===== config.mk =====
export PLATFORM = sky130hd
export DESIGN_NAME = pc_sequencer
export DESIGN_NICKNAME = d
export VERILOG_FILES = /design/src/rtl/pc_sequencer.sv
export SDC_FILE = /design/constraint.sdc
export NUM_CORES = 1
export LEC_CHECK = 0
export ABC_CLOCK_PERIOD_IN_PS = 6900
export CAP_MARGIN = 20
export CORE_AREA = 2 2 147 149
export CTS_CLUSTER_DIAMETER = 60
export DETAILED_ROUTE_END_ITERATION = 10
export DIE_AREA = 0 0 149 151
export GPL_TIMING_DRIVEN = 0
export HOLD_SLACK_MARGIN = 0.06
export PLACE_DENSITY_LB_ADDON = 0.15
export SKIP_LAST_GASP = 1
export SLEW_MARGIN = 20
export SYNTH_ARGS = -nofsm -noshare
export SYNTH_HDL_FRONTEND = slang
export SYNTH_SLANG_ARGS = --single-unit

===== constraint.sdc =====
create_clock -name clk -period 6.9 [get_ports clk]
set_input_delay 1.035 -clock clk [delete_from_list [all_inputs] [get_ports clk]]
set_output_delay 1.035 -clock clk [all_outputs]
set_load 0.005 [all_outputs]

===== src/rtl/pc_sequencer.sv =====
// pc_sequencer: fetch-stage program counter with fetch handshake, interrupt latching and a circular return-address stack
module pc_sequencer #(
  parameter int WIDTH = 32,
  parameter int RAS_DEPTH = 4,
  parameter logic [WIDTH-1:0] RST_ADDR = 32'h8000_0000,
  parameter logic [WIDTH-1:0] ILLOP_ADDR = 32'h8000_0004,
  parameter logic [WIDTH-1:0] XADDR = 32'h8000_0008
) (
  input  logic             clk,
  input  logic             RESET_N,
  input  logic [2:0]       PCSEL,
  input  logic [WIDTH-1:0] JT,
  input  logic [WIDTH-1:0] SextC,
  input  logic             ras_push,
  input  logic             irq,
  input  logic             fetch_ready,
  output logic [WIDTH-1:0] pc_o,
  output logic             pc_valid_o,
  output logic [WIDTH-1:0] pc_incr_o,
  output logic [WIDTH-1:0] branch_target_o,
  output logic [WIDTH-1:0] xp_o,
  output logic             irq_taken_o,
  output logic             ras_empty_o,
  output logic             ras_full_o
);
  localparam int AW = $clog2(RAS_DEPTH);
  logic [WIDTH-1:0] pc, xp, pc_nx, xp_nx, top_val;
  logic [WIDTH-1:0] ras [RAS_DEPTH];
  logic [AW-1:0] top, top_nx, wr_idx;
  logic [AW:0] cnt, cnt_nx;
  logic valid, pending, taken, adv, take, illop, pop_ok, do_push;
  assign pc_o = pc;
  assign xp_o = xp;
  assign pc_valid_o = valid;
  assign irq_taken_o = taken;
  assign pc_incr_o = pc + WIDTH'(4);
  assign branch_target_o = pc_incr_o + (SextC << 2);
  assign ras_empty_o = cnt == '0;
  assign ras_full_o = cnt == (AW+1)'(RAS_DEPTH);
  assign top_val = ras[top];
  assign adv = valid & (fetch_ready | (PCSEL != 3'b000));
  assign take = adv & (PCSEL == 3'b000) & ~pc[WIDTH-1] & pending;
  assign illop = (PCSEL == 3'b011) | ((PCSEL == 3'b101) & ras_empty_o);
  assign pop_ok = adv & (PCSEL == 3'b101) & ~ras_empty_o;
  assign do_push = adv & ras_push & ~take;
  assign wr_idx = pop_ok ? top : top + AW'(1);
  assign top_nx = pop_ok ? (do_push ? top : top - AW'(1)) : (do_push ? top + AW'(1) : top);
  assign cnt_nx = pop_ok ? (do_push ? cnt : cnt - 1'b1) : (do_push && !ras_full_o ? cnt + 1'b1 : cnt);
  always_comb begin
    pc_nx = pc;
    xp_nx = xp;
    if (take || PCSEL == 3'b100) begin
      pc_nx = XADDR;
      xp_nx = pc_incr_o;
    end else if (illop) begin
      pc_nx = ILLOP_ADDR;
      xp_nx = pc_incr_o;
    end else begin
      case (PCSEL)
        3'b000: pc_nx = {pc[WIDTH-1], pc_incr_o[WIDTH-2:0]};
        3'b001: pc_nx = {pc[WIDTH-1], branch_target_o[WIDTH-2:0]};
        3'b010: pc_nx = {pc[WIDTH-1] & JT[WIDTH-1], JT[WIDTH-2:0]};
        3'b101: pc_nx = {pc[WIDTH-1] & top_val[WIDTH-1], top_val[WIDTH-2:0]};
        default: pc_nx = RST_ADDR;
      endcase
    end
  end
  always_ff @(posedge clk or negedge RESET_N) begin
    if (!RESET_N) begin
      pc <= RST_ADDR;
      xp <= '0;
      valid <= 1'b0;
      pending <= 1'b0;
      taken <= 1'b0;
      top <= '0;
      cnt <= '0;
    end else begin
      valid <= 1'b1;
      taken <= take;
      pending <= (pending & ~take) | irq;
      if (adv) begin
        pc <= pc_nx;
        xp <= xp_nx;
        top <= top_nx;
        cnt <= cnt_nx;
      end
    end
  end
  always_ff @(posedge clk) begin
    if (do_push) ras[wr_idx] <= pc_incr_o;
  end
endmodule


Fig. 1: placed cells, one colour a class
Scale: 2 px per micron.
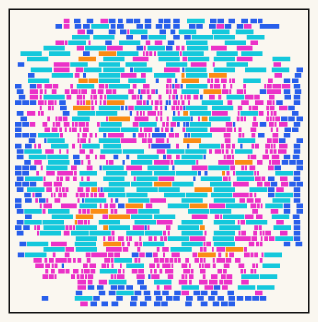
[orange] clock drivers and dummy loads | cells: 32 | share of their area: 4.6%
[blue] remaining buffers and delay cells | cells: 259 | share of their area: 18%
[cyan] sequential cells | cells: 200 | share of their area: 43%
[magenta] remaining logic cells | cells: 606 | share of their area: 35%
cell area after layout: 13500 sq um
Seq area share: 41.9%
Core Footprint: 20800 sq um
row count: 53
final core utilization: 64.8%

Fig. 2: local utilization
Scale: 2 px per micron. The die is cut into 15 by 15 equal tiles; black is low, pale yellow is high, 0 to 100% covered.
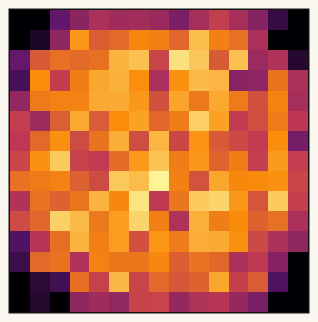
nearly empty tiles: 5.8%
mean over tiles: 58%
tiles over 75% full: 25%
densest ninth of the die: centre
fullest tile: 98%
fp_density: 49.6%

Fig. 3: the clock network
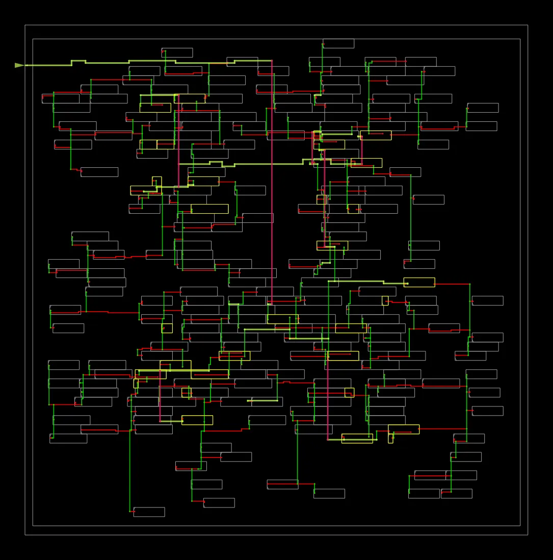
Clock buffer cells: 22
clock skew: 0.0137 ns
Clock group: 1.02 mW
CTS Sinks: 200
Seq cells: 200

Fig. 4: wiring by layer
Scale: 2 px per micron.
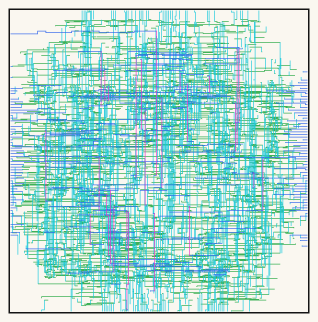
[green] M1 | wire length: 13100 microns
[cyan] M2 | wire length: 14300 microns
[blue] M3 | wire length: 2960 microns
[magenta] M4 | wire length: 807 microns
via count: 8244
Tot GR Track Use: 28.0%
WL per Instance: 22.7 microns

Fig. 5: I/O pins on the die edge
Scale: 2 px per micron. Pins as bars across the die edge, other pins in grey.
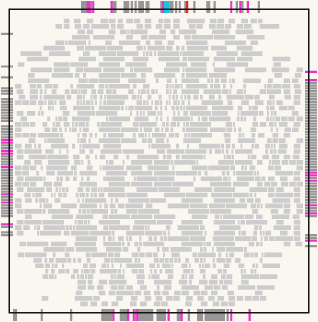
[red] `irq_taken_o` | pins: 1 | direction: output | edge: north
[magenta] `xp_o` | pins: 32 | direction: output | edge: 8 north, 8 east, 8 south, 8 west
[cyan] `PCSEL` | pins: 3 | direction: input | edge: north
PortBufs: 201
Die Ht: 151 microns
Die W: 149 microns

==> ci_impl_report.md <==
### Flow metrics

| Metric | Value |
|---|---|
| Outcome | finished, final reports clean |
| Chip area | 22500 sq um |
| Post-synth EDFFs | 128 |
| Worst setup margin | 0.165 ns |
| Mean area per synthesized cell | 12.2 sq um |
| Worst r2r src | pc_o[2]$_DFFE_PN0P_ |
| # DRC | 0 |
| RSZ-0062 raised after global routing | no |
| Vias/cell | 6.01 |
| Synth Seq Share | 54.6% |
| CP startpoint kind | flip-flop |
| Crit path max fanout | 8 |
| Leak Pwr | 5.16 nW |
| Syn nets | 959 |
| Cell count in the Yosys report | 847 |
| Peak VDD IR | 192 uV |
| Min Hold Slack | 0.507 ns |
| Worst Hold Path EP | xp_o[7]$_DFFE_PN0P_ |
| CP max stage delay | 0.59 ns |
| CP arrival | 5.70 ns |
| Post-Route WL | 31.2 mm |
| Max Slew Vio Count | 0 |
| Final period util | 97.6% |
| Critical path cell sequence | ha_1 > and4_1 > nand3_1 > nor2_2 > nand3_1 > xnor2_1 > ha_1 > a21oi_1 > o21ai_0 > inv_1 > a21oi_1 > a211oi_2 > o21ai_0 > and2_1 > nor2_1 > xnor2_1 > clkdlybuf4s50_1 |
| Cell taking the most area after synthesis | edfxtp_1 |
| Share of cells above drive strength 1 | 11.7% |
| Worst skew pair latency | 0.44 ns |
| Placed instance area | 12900 sq um |
| Setup WS pre-CTS | 0.161 ns |
| Hpwl dp | 22.5 mm |
| CTS hold repair buffers | 0 |
| Worst EP required | 5.86 ns |
| GP Congestion | 0.865 |
| Dominant cell area share | 37.2% |
| Tool Warnings | 35 |
| Achievable frequency | 148 MHz |
| Max Buffers Root-to-Sink | 2 |
==> cells in the final DEF (no fill, tap or decap), types with 9 or more instances in the layout <==
| master | synthesis | routed |
|---|---|---|
| a21o_1 | 13 | 13 |
| o21ai_0 | 46 | 46 |
| clkdlybuf4s50_1 | 0 | 200 |
| clkbuf_1 | 26 | 28 |
| nor3_1 | 12 | 11 |
| nand3_1 | 16 | 16 |
| nor2_1 | 71 | 70 |
| dfrtp_1 | 71 | 71 |
| clkbuf_16 | 0 | 18 |
| mux4_2 | 32 | 32 |
| xor2_1 | 20 | 20 |
| inv_1 | 24 | 24 |
| xnor2_1 | 40 | 38 |
| o21a_1 | 9 | 9 |
| ha_1 | 38 | 38 |
| mux2_2 | 24 | 24 |
| and2_1 | 9 | 9 |
| a221oi_1 | 15 | 15 |
| edfxtp_1 | 128 | 128 |
| a22oi_1 | 17 | 17 |
| buf_2 | 4 | 16 |
| nand4_1 | 10 | 10 |
| nand2_1 | 62 | 62 |
| a21oi_1 | 59 | 59 |
==> area by class of cell <==
type                       instances  share of cell area [%]
sequential                       200                    41.9
inverter                          24                   0.668
tap                              275                    2.55
clock inverter                    10                   0.872
buffer                            41                    1.29
timing repair buffer             218                    16.0
multi-input combinational        582                    33.1
clock buffer                      22                    3.60
==> report_power, final <==
part           internal (mW)  switching, mW  total, mW
sequential              1.49          0.102       1.59
clock                  0.576          0.448       1.02
combinational          0.768          0.737       1.50
==> cell families (layout without fill, tap and decap cells) <==
logic type	after synthesis	count (layout)	share of synthesized area (%)
AOI/OAI and AO/OA	206	206	12.9
xor gates and xnor gates	60	60	5.08
adders and majority gates	40	40	4.99
buffers and inverters	65	315	2.55
DFF	200	200	54.6
muxes	64	64	10.4
other	1	1	0.0363
and+or+nand+nor	211	211	9.39
==> flip-flops by register name (all words and copies together) (netlist names) <==
signal / cells
cnt: 3
irq_taken_o: 1
pc_o: 32
pc_valid_o: 1
pending: 1
ras: 128
top: 2
xp_o: 32
==> routing by layer <==
layer  GRT usage (%)  vias to the layer above
met4            9.00                        0
li1                -                     3669
met1            40.1                     4048
met2            43.7                      472
met3            5.33                       55
met5               0                        -
==> how the worst max path moves through the flow <==
| stage | slack [ns] | start | depth (start not counted) | end |
|---|---|---|---|---|
| detailed placement | 0.16 | pc_o[2]$_DFFE_PN0P_ | 17 | branch_target_o[27] |
| floorplan | 0.92 | PCSEL[0] | 8 | ras[1][0]$_DFFE_PP_ |
| global placement | -2.79 | PCSEL[2] | 9 | ras[1][3]$_DFFE_PP_ |
| CTS | 0.01 | pc_o[2]$_DFFE_PN0P_ | 17 | branch_target_o[27] |
| finish | 0.17 | pc_o[2]$_DFFE_PN0P_ | 17 | branch_target_o[27] |
| global route | 0.04 | pc_o[7]$_DFFE_PN0P_ | 16 | branch_target_o[31] |
==> repair_timing <==
item / 4_1_cts / 5_1_grt
cloned: 0 / 0
gates resized: 1 / 3
setup endpoints to repair: 4 / 5
Power figures rest on the tool's default switching activity, not on a simulated workload.
